run_1/congestion.png
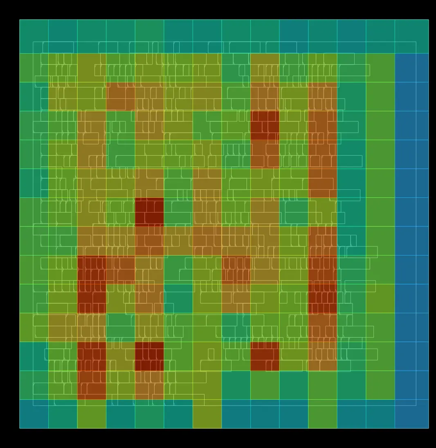
run_1/logic_types.png
(4 px per µm)
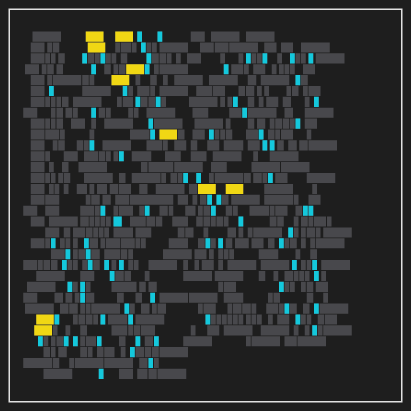
run_1/layer_met2.png
(3 px per µm)
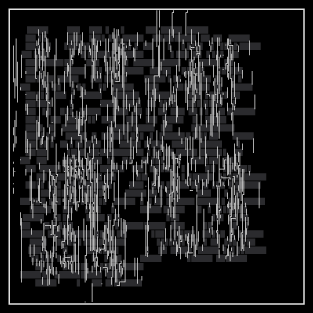
File: config.mk
export PLATFORM = sky130hd
export DESIGN_NAME = drive_mode_arbiter
export DESIGN_NICKNAME = d
export VERILOG_FILES = /design/src/rtl/drive_mode_arbiter.sv
export SDC_FILE = /design/constraint.sdc
export NUM_CORES = 1
export LEC_CHECK = 0
export ABC_AREA = 1
export CAP_MARGIN = 20
export CORE_MARGIN = 3
export CORE_UTILIZATION = 45
export DETAILED_ROUTE_END_ITERATION = 10
export PLACE_DENSITY = 0.7
export SYNTH_ARGS = -nofsm -noshare
export SYNTH_HDL_FRONTEND = slang
export SYNTH_SLANG_ARGS = --single-unit
export TNS_END_PERCENT = 1
File: constraint.sdc
create_clock -name clk -period 2.55 [get_ports clk]
set_input_delay 0.255 -clock clk [delete_from_list [all_inputs] [get_ports clk]]
set_output_delay 0.255 -clock clk [all_outputs]
set_load 0.01 [all_outputs]
File: src/rtl/drive_mode_arbiter.sv
// Motor command arbiter: selects manual or auto source, forces STOP through mode
// changes and estop, runs a per-source command watchdog and slew-limits speed increases.
//
// state  | meaning
// IDLE   | post-reset, heads straight into SWITCH
// MANUAL | outputs follow the manual target
// AUTO   | outputs follow the auto target
// SWITCH | STOP held for STOP_HOLD_CYCLES, then enter the selected mode
// FAULT  | auto watchdog tripped, STOP held until manual is requested
// ESTOP  | emergency stop active, STOP held
module drive_mode_arbiter #(
    parameter int unsigned STOP_HOLD_CYCLES = 1000,
    parameter int unsigned WATCHDOG_CYCLES  = 5000000,
    parameter int unsigned RAMP_CYCLES      = 500000,
    parameter logic [3:0]  STOP_CMD         = 4'b1000
) (
    input  logic       clk,
    input  logic       reset,
    input  logic       mode_sel,
    input  logic       estop,
    input  logic       man_valid,
    input  logic [3:0] man_cmd,
    input  logic [3:0] man_speed,
    input  logic       auto_valid,
    input  logic [3:0] auto_cmd,
    input  logic [3:0] auto_speed,
    output logic [3:0] move_cmd,
    output logic [3:0] speed_level,
    output logic       active_mode,
    output logic       fault,
    output logic [2:0] state
);

    localparam int HW = (STOP_HOLD_CYCLES > 1) ? $clog2(STOP_HOLD_CYCLES) : 1;
    localparam int WW = $clog2(WATCHDOG_CYCLES);
    localparam int RW = (RAMP_CYCLES > 1) ? $clog2(RAMP_CYCLES) : 1;

    localparam logic [HW-1:0] HOLD_LOAD = HW'(STOP_HOLD_CYCLES - 1);
    localparam logic [WW-1:0] WD_LAST   = WW'(WATCHDOG_CYCLES - 1);
    localparam logic [WW-1:0] WD_WARN   = WW'(WATCHDOG_CYCLES - 2);
    localparam logic [RW-1:0] RAMP_LAST = RW'(RAMP_CYCLES - 1);

    typedef enum logic [2:0] {
        S_IDLE   = 3'd0,
        S_MANUAL = 3'd1,
        S_AUTO   = 3'd2,
        S_SWITCH = 3'd3,
        S_FAULT  = 3'd4,
        S_ESTOP  = 3'd5
    } state_t;

    state_t cur_state, nxt_state;

    logic [HW-1:0] hold_cnt;
    logic [WW-1:0] wd_cnt;
    logic [RW-1:0] ramp_cnt;
    logic [3:0]    tgt_cmd;
    logic [3:0]    tgt_speed;

    logic       run_state;
    logic       mode_change;
    logic       wd_expire;
    logic       src_valid;
    logic [3:0] src_cmd;
    logic [3:0] src_speed;

    assign run_state   = (cur_state == S_MANUAL) || (cur_state == S_AUTO);
    assign mode_change = run_state && (mode_sel != active_mode);
    // Expiry fires once, on the step into WD_LAST; the held count cannot refire it.
    assign wd_expire   = run_state && (wd_cnt == WD_WARN);
    assign src_valid   = active_mode ? auto_valid : man_valid;
    assign src_cmd     = active_mode ? auto_cmd   : man_cmd;
    assign src_speed   = active_mode ? auto_speed : man_speed;

    assign move_cmd = run_state ? tgt_cmd : STOP_CMD;
    assign state    = cur_state;

    always_ff @(posedge clk) begin
        if (reset) cur_state <= S_IDLE;
        else       cur_state <= nxt_state;
    end

    always_comb begin
        nxt_state = cur_state;
        if (estop) begin
            nxt_state = S_ESTOP;
        end else begin
            case (cur_state)
                S_IDLE:   nxt_state = S_SWITCH;
                S_MANUAL,
                S_AUTO: begin
                    if (mode_change)
                        nxt_state = S_SWITCH;
                    else if (wd_expire && (cur_state == S_AUTO))
                        nxt_state = S_FAULT;
                end
                S_SWITCH: if (hold_cnt == '0) nxt_state = mode_sel ? S_AUTO : S_MANUAL;
                S_FAULT:  if (!mode_sel) nxt_state = S_SWITCH;
                S_ESTOP:  nxt_state = S_SWITCH;
                default:  nxt_state = S_IDLE;
            endcase
        end
    end

    always_ff @(posedge clk) begin
        if (reset) begin
            hold_cnt    <= '0;
            wd_cnt      <= '0;
            ramp_cnt    <= '0;
            tgt_cmd     <= STOP_CMD;
            tgt_speed   <= 4'd0;
            speed_level <= 4'd0;
            active_mode <= 1'b0;
            fault       <= 1'b0;
        end else begin
            if ((nxt_state == S_SWITCH) && (cur_state != S_SWITCH))
                hold_cnt <= HOLD_LOAD;
            else if ((cur_state == S_SWITCH) && (hold_cnt != '0))
                hold_cnt <= hold_cnt - HW'(1);

            if ((cur_state == S_SWITCH) && ((nxt_state == S_MANUAL) || (nxt_state == S_AUTO)))
                active_mode <= mode_sel;

            if ((cur_state == S_AUTO) && (nxt_state == S_FAULT))
                fault <= 1'b1;
            else if ((nxt_state == S_MANUAL) && (cur_state != S_MANUAL))
                fault <= 1'b0;

            if (run_state && (nxt_state == cur_state)) begin
                if (wd_expire) begin
                    tgt_cmd   <= STOP_CMD;
                    tgt_speed <= 4'd0;
                    wd_cnt    <= wd_cnt + WW'(1);
                end else if (src_valid) begin
                    tgt_cmd   <= src_cmd;
                    tgt_speed <= src_speed;
                    wd_cnt    <= '0;
                end else if (wd_cnt != WD_LAST) begin
                    wd_cnt <= wd_cnt + WW'(1);
                end

                if (tgt_speed <= speed_level) begin
                    speed_level <= tgt_speed;
                    ramp_cnt    <= '0;
                end else if (ramp_cnt == RAMP_LAST) begin
                    speed_level <= speed_level + 4'd1;
                    ramp_cnt    <= '0;
                end else begin
                    ramp_cnt <= ramp_cnt + RW'(1);
                end
            end else begin
                // Any non-running cycle, or the cycle leaving a running state, parks at STOP.
                tgt_cmd     <= STOP_CMD;
                tgt_speed   <= 4'd0;
                speed_level <= 4'd0;
                wd_cnt      <= '0;
                ramp_cnt    <= '0;
            end
        end
    end

endmodule

==> out/qor.txt, run 1 <==
outcome - finished, final reports clean
clock slew at reported path FFs - 0.07 ns
Layout area overhead - 17.1%
CP top delay family - buffers and inverters
Placed Instances - 674
Power Dens Cells - 515 nW/µm²
Final Hold Vio Count - 0
port bufs - 34
Hold Buf Count CTS - 0
dpl ws - 0.222 ns
H-tree lvl count - 3
FP Rows - 32
crit path max fanout - 6
final period utilization - 86.2%
Post-CTS Setup Inserts - 0
min-delay worst type - register to register
post-cts repair resize count - 0
Async S/R FF share, synth - 0%
Clock Path Buffers - 2
Critical Path End Type - output pin
synthesis area per yosys - 3790 µm²
ys flop type - dfxtp_1
filler cell count - 764
dpl cell area - 4250 µm²
Floorplan Nets - 572
Residual DRC - 0
RSZ-0062 raised after global routing - no
vias in the first global route - 3273
Pleak - 1.64 nW
root cell of the clock tree - clkbuf_8
crit path buf inv count - 3
slowest CP cell - clkdlybuf4s50_1
post-route setup slack - 0.352 ns
Final #Nets - 615
WP data arrival - 1.94 ns
clock skew - 0.0131 ns
max incr delay on CP - 0.49 ns
fin crit period - 2.20 ns
busiest grt layer - met2
Routability Congestion - 0.926
pin count of the biggest net entering global routing - 21
core footprint - 7970 µm²
gr ovfl total - 0
HPWL Detailed - 5660 µm
post-route design area - 4440 µm²
Max-cap violations - 0
Via density - 5.02
Die Wd - 97.8 µm
ratio of cells with drive above 1 in the final layout - 9.18%
Log Warnings - 28
worst vdd ir - 291 µV
Mapped Area - 3790 µm²
final setup TNS - 0 ns
first-pass GRT wire length - 13600 µm
clk sinks - 69
CTS tree - built
met3 Usage GRT - 5.07%
Syn. warnings - 0
Latency at later pin - 0.35 ns
critical path required time - 2.30 ns
max-slew violation count - 0
ys cells - 540
FP Util - 47.6%
Flops after synth - 69
Hold Slack - 0.447 ns
Die H - 97.8 µm
post-route ant nets - 0
Back to the opening pictures, congestion.png:
GR Util met1: 21.2%
Core Util, Final: 55.7%
GRT Util Overall: 16.7%
DR WL/cell: 10.9 µm
met2 Track Usage GR: 27.7%

Back to the opening pictures, logic_types.png:
yellow -> adder and majority cells  # cells 10
cyan -> inverters  # cells 82
logic share of the area: 46.5%
Cell Count, Final, Fillers Out: 690
dominant logic cell type in the layout: nand2_1

Back to the opening pictures, layer_met2.png:
main direction = vertical
nets with wire on the layer = 488
wire length on this layer = 3370 µm
share of all routed wire = 45%
longest straight run = 29.2 µm
Vias: 3467
Post-Route WL: 7550 µm

-- run 1: final cells by class --
class	instances	area [µm²]	share of cell area, %
clock buffers	12	135	3.04
repair buffers	38	370	8.35
multi-input cells	383	2060	46.5
inverters	82	310	6.99
clock inverters	4	48.8	1.10
well taps	102	128	2.88
flip-flops and latches	69	1380	31.1
-- run 1: cell families after synthesis --
| group | Yosys count | share of synthesized area (%) |
|---|---|---|
| adder cells (fa/ha/maj) | 10 | 3.30 |
| AND/OR/NAND/NOR | 296 | 37.1 |
| AND-OR/OR-AND | 44 | 6.40 |
| XOR/XNOR | 33 | 7.63 |
| buffers and inverters | 88 | 9.08 |
| flip-flops | 69 | 36.4 |
-- run 1: metrics by stage --
stage / utilization, % / power, W
floorplan: - / 0.00136
finish: 55.7 / 0.00229
detailed placement: 53.4 / 0.00145
CTS: 55.7 / 0.00230
global placement: 53.4 / 0.00144
global route: 55.7 / 0.00240
-- run 1: layer usage --
layer	share of wire [%]	wire, µm
met1	48	3640
met2	45	3370
met3	5.8	438
met4	1.4	102
met5	0	0
-- run 1: power by group --
group          switching [W]  internal [W]
logic               0.000184      0.000119
clock network       0.000406      0.000452
registers          0.0000213       0.00110
-- run 1: cell usage in the layout, fill, tap and decap left out, types with 3 or more instances in the layout --
cell,Yosys,layout
nand2_1,106,106
nor2_1,85,85
inv_1,77,77
dfxtp_1,69,69
nand3_1,46,46
clkdlybuf4s50_1,0,34
o21ai_0,24,24
xor2_1,21,21
xnor2_1,12,12
nor3_1,11,11
nand4_1,11,11
ha_1,10,10
nor2_4,9,9
clkbuf_8,0,9
a31oi_1,7,7
nor2_2,6,6
a21oi_1,6,6
nand2_2,5,5
nand3_2,4,4
buf_4,0,4
or2_2,3,3
nor3_2,3,3
o22ai_1,3,3
clkbuf_1,2,3
-- run 1: worst paths after layout --
check / endpoint / start / slack [ns] / cells past startpoint
max reg2reg: ramp_cnt[13]$_SDFF_PP0_ / wd_cnt[0]$_SDFFE_PP0P_ / 0.42 / 14
min reg2reg: ramp_cnt[0]$_SDFF_PP0_ / ramp_cnt[0]$_SDFF_PP0_ / 0.45 / 1
min: ramp_cnt[0]$_SDFF_PP0_ / ramp_cnt[0]$_SDFF_PP0_ / 0.45 / 1
max: move_cmd[3] / state[0]$_SDFF_PP0_ / 0.35 / 6
-- run 1: flip-flops by register name (all words and copies together) (netlist names) --
name and count:
ramp_cnt 19, tgt_speed 4, active_mode 1, tgt_cmd 4, fault 1, hold_cnt 10
state 3, speed_level 4, wd_cnt 23
-- run 1: cells in the mapped netlist, types with 3 or more instances --
cell	count	area share, %
a21oi_1	6	0.79
a31oi_1	7	1.2
buf_2	3	0.40
dfxtp_1	69	36
ha_1	10	3.3
inv_1	77	7.6
nand2_1	106	10
nand2_2	5	0.83
nand3_1	46	6.1
nand3_2	4	1.1
nand4_1	11	1.8
nor2_1	85	8.4
nor2_2	6	0.99
nor2_4	9	2.7
nor3_1	11	1.5
nor3_2	3	0.79
o21ai_0	24	3.2
o22ai_1	3	0.50
or2_2	3	0.50
xnor2_1	12	2.8
xor2_1	21	4.9
==> run 2: changes to the inputs <==
--- a/config.mk
+++ b/config.mk
@@ -7,6 +7,7 @@
 export LEC_CHECK = 0
 export ABC_AREA = 1
 export CAP_MARGIN = 20
+export CORE_ASPECT_RATIO = 1.1
 export CORE_MARGIN = 3
 export CORE_UTILIZATION = 45
 export DETAILED_ROUTE_END_ITERATION = 10
run_2/layer_met2.png
(3 px per µm)
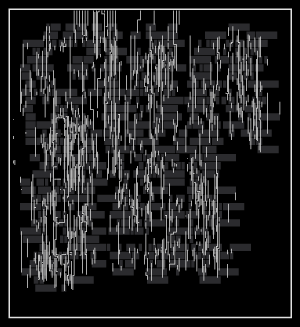
main direction = vertical
wire length on this layer = 3420 µm
share of all routed wire = 46%
longest straight run = 24.3 µm
nets with wire on the layer = 475

==> run 2 against run 1 <==
Against the previous run:
- synthesized area unchanged
- first-iteration DRC count decreased by 12%
- count of clock-buffer cells in the layout decreased by 2
- global-route usage decreased by 0.45 points
- clock skew about the same
- sequential cell count unchanged
- final area increased by 1.2%
- core utilization increased by 0.15 points
- maximum frequency decreased by 0.52%
- wire length decreased by 2.1%
- power increased by 7.2%
- critical path type unchanged
- largest cell class unchanged
==> out/qor.txt, run 2 <==
most common cell in the netlist - nand2_1 (unchanged)
Final #Nets - 615 (unchanged)
Flops after synth - 69 (unchanged)
clock skew - 0.0129 ns (was 0.0131 ns)
clock slew at reported path FFs - 0.08 ns (was 0.07 ns)
vias in the first global route - 3045 (was 3273)
Via density - 4.82 (was 5.02)
Critical Path End Type - output pin (unchanged)
pin count of the biggest net entering global routing - 21 (unchanged)
ratio of cells with drive above 1 in the final layout - 9.69% (was 9.18%)
ys cells - 540 (unchanged)
Top Registers - wd_cnt: 23 flops, ramp_cnt: 19 flops, hold_cnt: 10 flops (unchanged)
most common logic cells in the final layout - nand2_1 (106), nor2_1 (85), inv_1 (77), dfxtp_1 (69), nand3_1 (46) (unchanged)
Log Warnings - 28 (unchanged)
WP data arrival - 1.95 ns (was 1.94 ns)
critical path required time - 2.30 ns (about the same)
filler cell count - 770 (was 764)
ys flop type - dfxtp_1 (unchanged)
core footprint - 8040 µm² (was 7970 µm²)
Post-CTS Setup Inserts - 0 (unchanged)
RSZ-0062 raised after global routing - no (unchanged)
Cell area leaders - dfxtp_1 (36%), nand2_1 (10%), nor2_1 (8.4%) (unchanged)
CTS tree - built (unchanged)
Routability Congestion - 0.925 (was 0.926)
Max-cap violations - 0 (unchanged)
Hold Buf Count CTS - 0 (unchanged)
post-cts repair resize count - 0 (unchanged)
Clock Path Buffers - 2 (unchanged)
Core Util, Final - 55.9% (was 55.7%)
crit path max fanout - 6 (unchanged)
final period utilization - 86.6% (was 86.2%)
outcome - finished, final reports clean (unchanged)
Pleak - 1.67 nW (was 1.64 nW)
DR WL/cell - 10.6 µm (was 10.9 µm)
Final Hold Vio Count - 0 (unchanged)
post-route design area - 4490 µm² (was 4440 µm²)
Power Dens Cells - 546 nW/µm² (was 515 nW/µm²)
Post-Route WL - 7390 µm (was 7550 µm)
Layout area overhead - 18.5% (was 17.1%)
post-route ant nets - 0 (unchanged)
==> run 2: cell counts after synthesis <==
No cell type changed its count.
==> run 2: kinds of logic after synthesis <==
group | synth area share (%)
buffers and inverters | 9.08
and+or+nand+nor | 37.1
DFF | 36.4
xor gates and xnor gates | 7.63
AOI/OAI and AO/OA | 6.40
adders and majority gates | 3.30
==> run 2: critical path: stages (launching register included) <==
cell and delay (ns):
dfxtp_1 0.38, inv_2 0.13, nand3_2 0.14, nand2_4 0.13
inv_4 0.07, or2_2 0.28, clkdlybuf4s50_1 0.48
==> run 2: final timing paths <==
path	endpoint	start	slack (ns)
max	move_cmd[3]	state[2]$_SDFF_PP0_	0.34
min	ramp_cnt[0]$_SDFF_PP0_	ramp_cnt[0]$_SDFF_PP0_	0.45
max reg2reg	wd_cnt[22]$_SDFFE_PP0P_	wd_cnt[1]$_SDFFE_PP0P_	0.43
min reg2reg	ramp_cnt[0]$_SDFF_PP0_	ramp_cnt[0]$_SDFF_PP0_	0.45
==> run 2: final cells by class <==
cell class	count	area (µm²)	share of cell area [%]
clock buffer	10	138	3.06
clock inverter	6	91.3	2.03
inverter	82	310	6.91
multi-input combinational	383	2060	46.0
sequential	69	1380	30.8
tap	108	135	3.01
timing repair buffer	38	370	8.25
==> run 2: metal layers <==
| layer | share of wire (%) | GRT usage, % | wire length [µm] | vias to the layer above |
|---|---|---|---|---|
| li1 | - | - | - | 1799 |
| met1 | 49 | 20.0 | 3590 | 1485 |
| met2 | 46 | 27.1 | 3420 | 59 |
| met3 | 3.1 | 3.39 | 227 | 15 |
| met4 | 2.1 | 8.12 | 155 | 0 |
| met5 | 0 | 0 | 0 | - |
==> run 2: per-stage QoR <==
| step | hold slack, ns | setup slack (ns) |
|---|---|---|
| 2_1_floorplan | 0.333 | 0.715 |
| 3_3_place_gp | 0.425 | 0.283 |
| 3_5_place_dp | 0.433 | 0.203 |
| 4_1_cts | 0.450 | 0.317 |
| 5_1_grt | 0.473 | 0.110 |
| 6_report | 0.446 | 0.341 |
==> run 2: power breakdown <==
| group | switching (W) | internal (W) | total, W | leakage [nW] |
|---|---|---|---|---|
| clock network | 0.000439 | 0.000586 | 0.00103 | 0.118 |
| logic | 0.000181 | 0.000119 | 0.000300 | 0.992 |
| registers | 0.0000219 | 0.00110 | 0.00113 | 0.558 |
==> run 3: changes to the inputs <==
--- a/config.mk
+++ b/config.mk
@@ -7,11 +7,13 @@
 export LEC_CHECK = 0
 export ABC_AREA = 1
 export CAP_MARGIN = 20
+export CELL_PAD_IN_SITES_DETAIL_PLACEMENT = 0
+export CELL_PAD_IN_SITES_GLOBAL_PLACEMENT = 1
 export CORE_ASPECT_RATIO = 1.1
 export CORE_MARGIN = 3
-export CORE_UTILIZATION = 45
+export CORE_UTILIZATION = 42
 export DETAILED_ROUTE_END_ITERATION = 10
-export PLACE_DENSITY = 0.7
+export PLACE_DENSITY = 0.85
 export SYNTH_ARGS = -nofsm -noshare
 export SYNTH_HDL_FRONTEND = slang
 export SYNTH_SLANG_ARGS = --single-unit
run_3/logic_types.png
(4 px per µm)
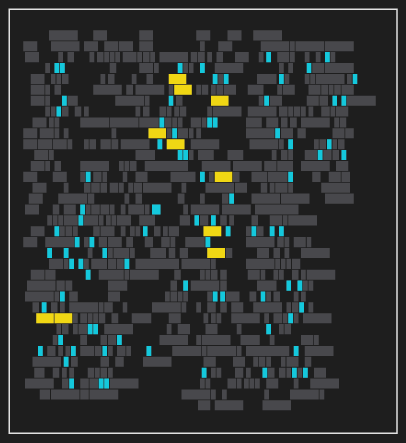
cyan -> inverters  # cells 82, where spread over the die
yellow -> adder and majority cells  # cells 10

==> run 3 against run 2 <==
Against the previous run:
- critical path depth unchanged
- synthesized cell count unchanged
- clock skew decreased by 0.0035 ns
- final cell count increased by 0.43%
- setup slack improved by 0.0046 ns
- clock power increased by about 20%
- worst hold slack improved by 0.0087 ns
- final area increased by 1.0%
- die size increased by 6.7%
- non-clock buffer count unchanged
- first-iteration DRC count decreased by 7.6%
- largest cell class unchanged
==> out/qor.txt, run 3 <==
CP startpoint - state[1]$_SDFF_PP0_ (was state[2]$_SDFF_PP0_)
Worst Hold Depth - 1 (unchanged)
Total Power - 0.00262 W (was 0.00245 W)
Log Warnings - 28 (unchanged)
Cell area leaders - dfxtp_1 (36%), nand2_1 (10%), nor2_1 (8.4%) (unchanged)
root cell of the clock tree - clkbuf_8 (unchanged)
Final Hold Vio Count - 0 (unchanged)
end of the worst register-to-register path - ramp_cnt[16]$_SDFF_PP0_ (was wd_cnt[22]$_SDFFE_PP0P_)
Hold Slack - 0.454 ns (was 0.446 ns)
RSZ-0062 raised after global routing - no (unchanged)
Flops after synth - 69 (unchanged)
first-pass GRT wire length - 13700 µm (was 12700 µm)
min-delay worst type - register to register (unchanged)
Latency at later pin - 0.35 ns (about the same)
Critical Path End Type - output pin (unchanged)
reg2reg setup slack - 0.40 ns (was 0.43 ns)
Max-cap violations - 0 (unchanged)
most common logic cells in the final layout - nand2_1 (106), nor2_1 (85), inv_1 (77), dfxtp_1 (69), nand3_1 (46) (unchanged)
HPWL Detailed - 5690 µm (was 5590 µm)
Post-Route WL - 7620 µm (was 7390 µm)
port bufs - 34 (unchanged)
final setup TNS - 0 ns (unchanged)
Layout area overhead - 19.7% (was 18.5%)
FP Util - 44.2% (was 47.1%)
outcome - finished, final reports clean (unchanged)
Top Registers - wd_cnt: 23 flops, ramp_cnt: 19 flops, hold_cnt: 10 flops (unchanged)
Routability Congestion - 0.878 (was 0.925)
Residual DRC - 0 (unchanged)
Final #Nets - 615 (unchanged)
CTS tree - built (unchanged)
gr ovfl total - 0 (unchanged)
max-slew violation count - 0 (unchanged)
clock slew at reported path FFs - 0.08 ns (about the same)
Worst Hold Launch - ramp_cnt[0]$_SDFF_PP0_ (unchanged)
Floorplan Nets - 572 (unchanged)
Post-CTS Setup Inserts - 0 (unchanged)
GRT Util Overall - 16.5% (was 16.3%)
Core Util, Final - 52.8% (was 55.9%)
WP data arrival - 1.95 ns (about the same)
final period utilization - 86.4% (was 86.6%)
## run 3: cell counts after synthesis
No cell type changed its count.
## run 3: routing by layer
layer  routed length, µm  global-route usage, %  vias up  share of wire [%]
li1                    -                      -     1799                  -
met1                3780                   22.4     1490                 50
met2                3470                   25.5       43                 46
met3                 219                   2.86       11                2.9
met4                 149                   6.91        0                2.0
met5                   0                      0        -                  0
## run 3: logic make-up (layout without fill, tap and decap cells)
| kind of cell | after synthesis | count (layout) | synth area share [%] |
|---|---|---|---|
| flops | 69 | 69 | 36.4 |
| compound gates | 44 | 44 | 6.40 |
| simple gates | 296 | 296 | 37.1 |
| xor+xnor | 33 | 33 | 7.63 |
| buf+inv | 88 | 136 | 9.08 |
| fa+ha+maj | 10 | 10 | 3.30 |
## run 3: final cells by class
| cell class | instances | area, µm² |
|---|---|---|
| fillers | 872 | 4050 |
| multi-input cells | 383 | 2060 |
| flip-flops and latches | 69 | 1380 |
| repair buffers | 38 | 370 |
| inverters | 82 | 310 |
| clock inverters | 7 | 146 |
| well taps | 111 | 139 |
| clock buffers | 9 | 124 |
## run 3: metrics by stage
stage / cell area (µm²) / instances / setup WS [ns]
finish: 4540 / 699 / 0.346
global route: 4540 / 699 / 0.0710
CTS: 4540 / 699 / 0.318
detailed placement: 4270 / 683 / 0.191
global placement: 4270 / 683 / 0.269
floorplan: 3790 / 540 / 0.715
## run 3: worst max path at each step
stage / to / slack (ns) / cells past startpoint
5_1_grt: ramp_cnt[18]$_SDFF_PP0_ / 0.07 / 11
3_3_place_gp: ramp_cnt[11]$_SDFF_PP0_ / 0.27 / 12
4_1_cts: move_cmd[3] / 0.32 / 6
2_1_floorplan: ramp_cnt[7]$_SDFF_PP0_ / 0.72 / 15
6_report: move_cmd[3] / 0.35 / 6
3_5_place_dp: ramp_cnt[16]$_SDFF_PP0_ / 0.19 / 12
## run 3: power by group
group	total (W)	internal [W]	switching (W)
Sequential	0.00112	0.00110	0.0000213
Combinational	0.000299	0.000119	0.000180
Clock	0.00120	0.000755	0.000440
Total	0.00262	0.00198	0.000641
## run 3: worst max-delay path: stages (launching register included)
cell	delay, ns
dfxtp_1	0.38
inv_2	0.12
nand3_2	0.15
nand2_4	0.13
inv_4	0.06
or2_2	0.28
clkdlybuf4s50_1	0.48
No activity file was given, so power comes from the tool's default toggle rates.
